File: src/rtl/setpoint_pkg.sv
// setpoint_pkg: shared mode encoding for setpoint_gen (OFF/CONST/SQUARE/RAMP)
package setpoint_pkg;
  typedef enum logic [1:0] {MODE_OFF, MODE_CONST, MODE_SQUARE, MODE_RAMP} mode_e;
endpackage

File: src/rtl/setpoint_slew_limiter.sv
// slew_limiter: next = target if step==0 or |target-cur|<=step, else cur moved step toward target; ports cur,target,step -> nxt
module slew_limiter #(
  parameter int WIDTH = 16,
  parameter int STEP_W = 16
) (
  input logic signed [WIDTH-1:0] cur,
  input logic signed [WIDTH-1:0] target,
  input logic [STEP_W-1:0] step,
  output logic signed [WIDTH-1:0] nxt
);
  localparam int M = (WIDTH + 1 > STEP_W ? WIDTH + 1 : STEP_W) + 1;
  logic signed [M-1:0] diff, mag, stp, sum;
  always_comb begin
    diff = M'(target) - M'(cur);
    stp = M'(step);
    mag = diff[M-1] ? -diff : diff;
    sum = diff[M-1] ? M'(cur) - stp : M'(cur) + stp;
    nxt = (~|step || mag <= stp) ? target : sum[WIDTH-1:0];
  end
endmodule

File: src/rtl/setpoint_gen.sv
// setpoint_gen: tick-driven OFF/CONST/SQUARE/RAMP setpoint with slew limit; in clk,rst,i_tick,i_mode,i_amp,i_half_period,i_slew; out o_aim,o_valid,o_phase,o_settled
module setpoint_gen
  import setpoint_pkg::*;
#(
  parameter int WIDTH = 16,
  parameter int PERIOD_W = 24,
  parameter int STEP_W = 16
) (
  input logic clk,
  input logic rst,
  input logic i_tick,
  input logic [1:0] i_mode,
  input logic [WIDTH-2:0] i_amp,
  input logic [PERIOD_W-1:0] i_half_period,
  input logic [STEP_W-1:0] i_slew,
  output logic signed [WIDTH-1:0] o_aim,
  output logic o_valid,
  output logic o_phase,
  output logic o_settled
);
  mode_e sh_mode, e_mode;
  logic [WIDTH-2:0] sh_amp, e_amp;
  logic [PERIOD_W-1:0] sh_half, e_half, cnt;
  logic load, last, hit;
  logic signed [WIDTH-1:0] pos, raw, nxt;
  always_comb begin
    load = cnt == '0 || sh_mode == MODE_OFF;
    e_mode = load ? mode_e'(i_mode) : sh_mode;
    e_amp = load ? i_amp : sh_amp;
    e_half = load ? i_half_period : sh_half;
    pos = {1'b0, e_amp};
    raw = e_mode == MODE_OFF ? '0 : (e_mode == MODE_CONST || o_phase) ? pos : -pos;
    last = e_half <= PERIOD_W'(1) || cnt >= e_half - PERIOD_W'(1);
    hit = nxt == raw;
  end
  slew_limiter #(.WIDTH(WIDTH), .STEP_W(STEP_W)) u_slew (
    .cur(o_aim),
    .target(raw),
    .step(i_slew),
    .nxt(nxt)
  );
  always_ff @(posedge clk or posedge rst)
    if (rst) begin
      o_aim <= '0;
      o_valid <= 1'b0;
      o_phase <= 1'b0;
      o_settled <= 1'b1;
      cnt <= '0;
      sh_mode <= MODE_OFF;
      sh_amp <= '0;
      sh_half <= '0;
    end else begin
      o_valid <= i_tick;
      if (i_tick) begin
        sh_mode <= e_mode;
        sh_amp <= e_amp;
        sh_half <= e_half;
        o_aim <= nxt;
        o_settled <= hit;
        cnt <= (e_mode == MODE_SQUARE && !last) ? cnt + PERIOD_W'(1) : '0;
        o_phase <= e_mode == MODE_OFF ? 1'b0 : e_mode == MODE_SQUARE ? o_phase ^ last : e_mode == MODE_RAMP ? o_phase ^ hit : o_phase;
      end
    end
endmodule

File: config.mk
export PLATFORM = sky130hd
export DESIGN_NAME = setpoint_gen
export DESIGN_NICKNAME = d
export VERILOG_FILES = /design/src/rtl/setpoint_pkg.sv /design/src/rtl/setpoint_slew_limiter.sv /design/src/rtl/setpoint_gen.sv
export SDC_FILE = /design/constraint.sdc
export NUM_CORES = 1
export LEC_CHECK = 0
export ABC_AREA = 1
export ABC_CLOCK_PERIOD_IN_PS = 8150
export CAP_MARGIN = 10
export CORE_MARGIN = 3
export CORE_UTILIZATION = 60
export CTS_BUF_LIST = sky130_fd_sc_hd__clkbuf_8
export CTS_CLUSTER_SIZE = 25
export DETAILED_ROUTE_END_ITERATION = 8
export PLACE_DENSITY_LB_ADDON = 0.15
export SLEW_MARGIN = 20
export SYNTH_ARGS = -nofsm -noshare
export SYNTH_HDL_FRONTEND = slang
export SYNTH_SLANG_ARGS = --single-unit
export TNS_END_PERCENT = 100
File: constraint.sdc
create_clock -name clk -period 8.15 [get_ports clk]
set_input_delay 0.815 -clock clk [delete_from_list [all_inputs] [get_ports clk]]
set_output_delay 0.815 -clock clk [all_outputs]
set_load 0.02 [all_outputs]
final_clocks.png
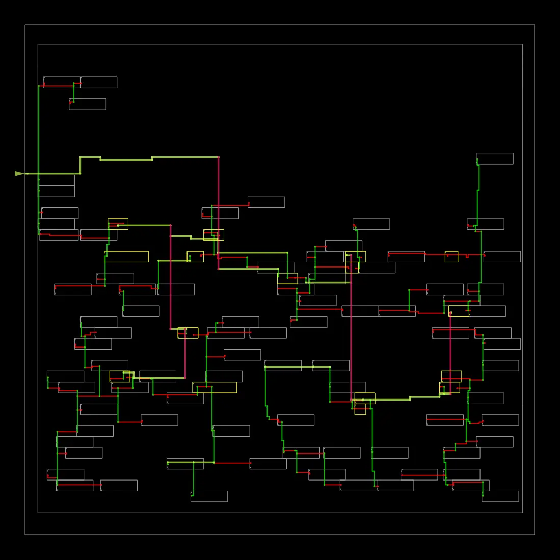
Flops: 84
Layout clock buffers: 10
Clock Skew: 0.0115 ns

clock_map.png
Drawn at 4 px/um.
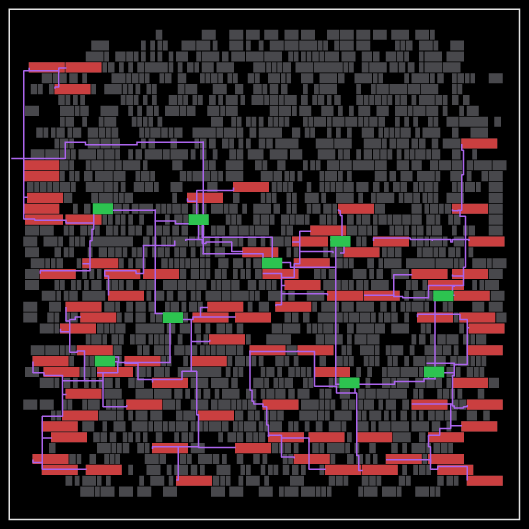
[green] cells driving clock nets | count: 9
[purple] clock wires | length: 1,170 um
[red] flip-flops | count: 84
routed clock nets: 10
clk ins delay skew pair: 0.38 ns

met3.png
Drawn at 3 px/um.
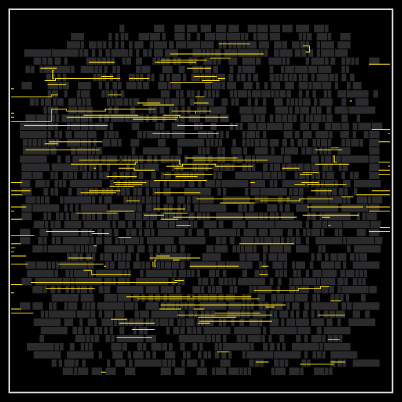
longest straight run: 48.5 um
main direction: horizontal
share of all routed wire: 7.2%
nets with wire on the layer: 135
met3 GRT Util: 0.0531
Routed WL: 23,400 um
number of vias in the routed layout: 8,790

==> results_slide.txt <==
Physical Implementation Snapshot

Worst hold path
  • Worst Hold Class: flip-flop to flip-flop
  • Hold Crit Depth: 2
  • Hold Path Sink: sh_half[0]

Setup path
  • Critical Path AT: 7.84 ns
  • Critical path launch point type: flip-flop
  • RR Endpoint: o_phase
  • CP endpoint: o_phase
  • Worst path buffer plus inverter count: 6
  • Crit Path Max Fanout: 31
  • R2R depth: 49
  • Crit path max-delay family: simple AND/OR/NAND/NOR gates
  • WS Path Type: flip-flop to flip-flop
  • Cell repeated most along the worst path: nand2_1
  • Crit path max-delay cell type: dfrtp_1
  • Flop2flop setup slack: 0.59 ns
  • CP Depth: 49
  • Worst path max stage delay: 0.47 ns

Final timing
  • Slew HR: 0.398
  • Worst Tran Pin Value: 0.899 ns
  • Cycle use final: 0.927
  • Fin. Hold Viols: 0
  • Final min period: 7.56 ns
  • Final Max Slew Viols: 0
  • RSZ-0062 raised after global routing: no
  • Final setup vio count: 0
  • Min Hold Slack: 0.486 ns
  • TNS Setup: 0 ns

Finish
  • Buffers excl. clock: 96
  • Biggest Area Class: logic gates
  • Buffer share of cell area: 0.0913
  • Area added between synthesis and finish: 14.3%
  • Layout cells sized above 1: 0.0754
  • # fillers: 1,212
  • Logic share of the area: 0.572
  • NumNets Final: 1,525
  • Multi-In Gates: 976
  • Final Non-Filler Cells: 1,572
  • Invs w/o clock: 220
  • Post-layout instance area: 0.0101 mm2
  • Largest registers: cnt (24), sh_half (24), o_aim (16)
  • Clock buf/inv share: 0.0232
  • Fin util: 0.712
  • Most frequent logic cells in the routed design: 280 x nand2_1, 214 x inv_1, 117 x nor2_1, 103 x o21ai_0, 83 x dfrtp_1

Yosys
  • Synth Area per Inst: 6.69 um2
  • Most used DFF post-synth: dfrtp_1
  • MUX share of area: 0.00568
  • Post-synthesis sequential area ratio: 0.239
  • Yosys top cell area share: 0.236
  • Top cells by count: 282 x nand2_1, 217 x inv_1, 119 x nor2_1, 108 x o21ai_0, 83 x dfrtp_1
  • Yosys chip area: 0.00882 mm2
  • Ys async rst share: 1.00
  • Mapped Cells: 1,317
  • XORs/XNORs by Area: 0.0839
  • Main area contributors: dfrtp_1 24%, nand2_1 12%, ha_1 11%
  • Post-synth top area cell: dfrtp_1
  • Yosys cell types: 51
  • Synth top cell by count: nand2_1
  • Simple share: 0.311
  • YS warnings: 0
  • Syn nets: 1,455
  • Area of the mapped netlist: 0.00882 mm2

GRT
  • GR Layer Usage met2: 0.436
  • Pin count of the biggest net entering global routing: 71
  • Busiest grt layer: met2
  • Initial antenna violation count: 0

Route
  • Met2 wire len: 10,200 um
  • Routed len/inst: 14.9 um
  • Drt first-iter violations: 754
  • WL met3: 1690 um
  • Drt drc: 0
  • Via density: 5.59
  • Pre-antenna DRT Iters: 5

Flow run
  • Log Warnings: 28

Die
  • DIE HEIGHT: 127 um
  • I/O pin total: 79
  • Number of cell rows: 43
  • DIE WIDTH: 127 um
  • Core Area: 0.0141 mm2
  • FP Core Util: 0.623
  • Tap cells: 180

CTS
  • CTS buffer count: 9
  • Postcts setup bufs: 0
  • Clk sink count: 84
  • H-Tree Depth: 3
  • Cts hold-fix bufs: 0
  • Cts repair resizes: 0

Placement
  • Port bufs: 78
  • GP Congestion: 0.920
  • Cells after DPL: 1,547
  • Post-DP Area: 0.00971 mm2

Status
  • Outcome: completed
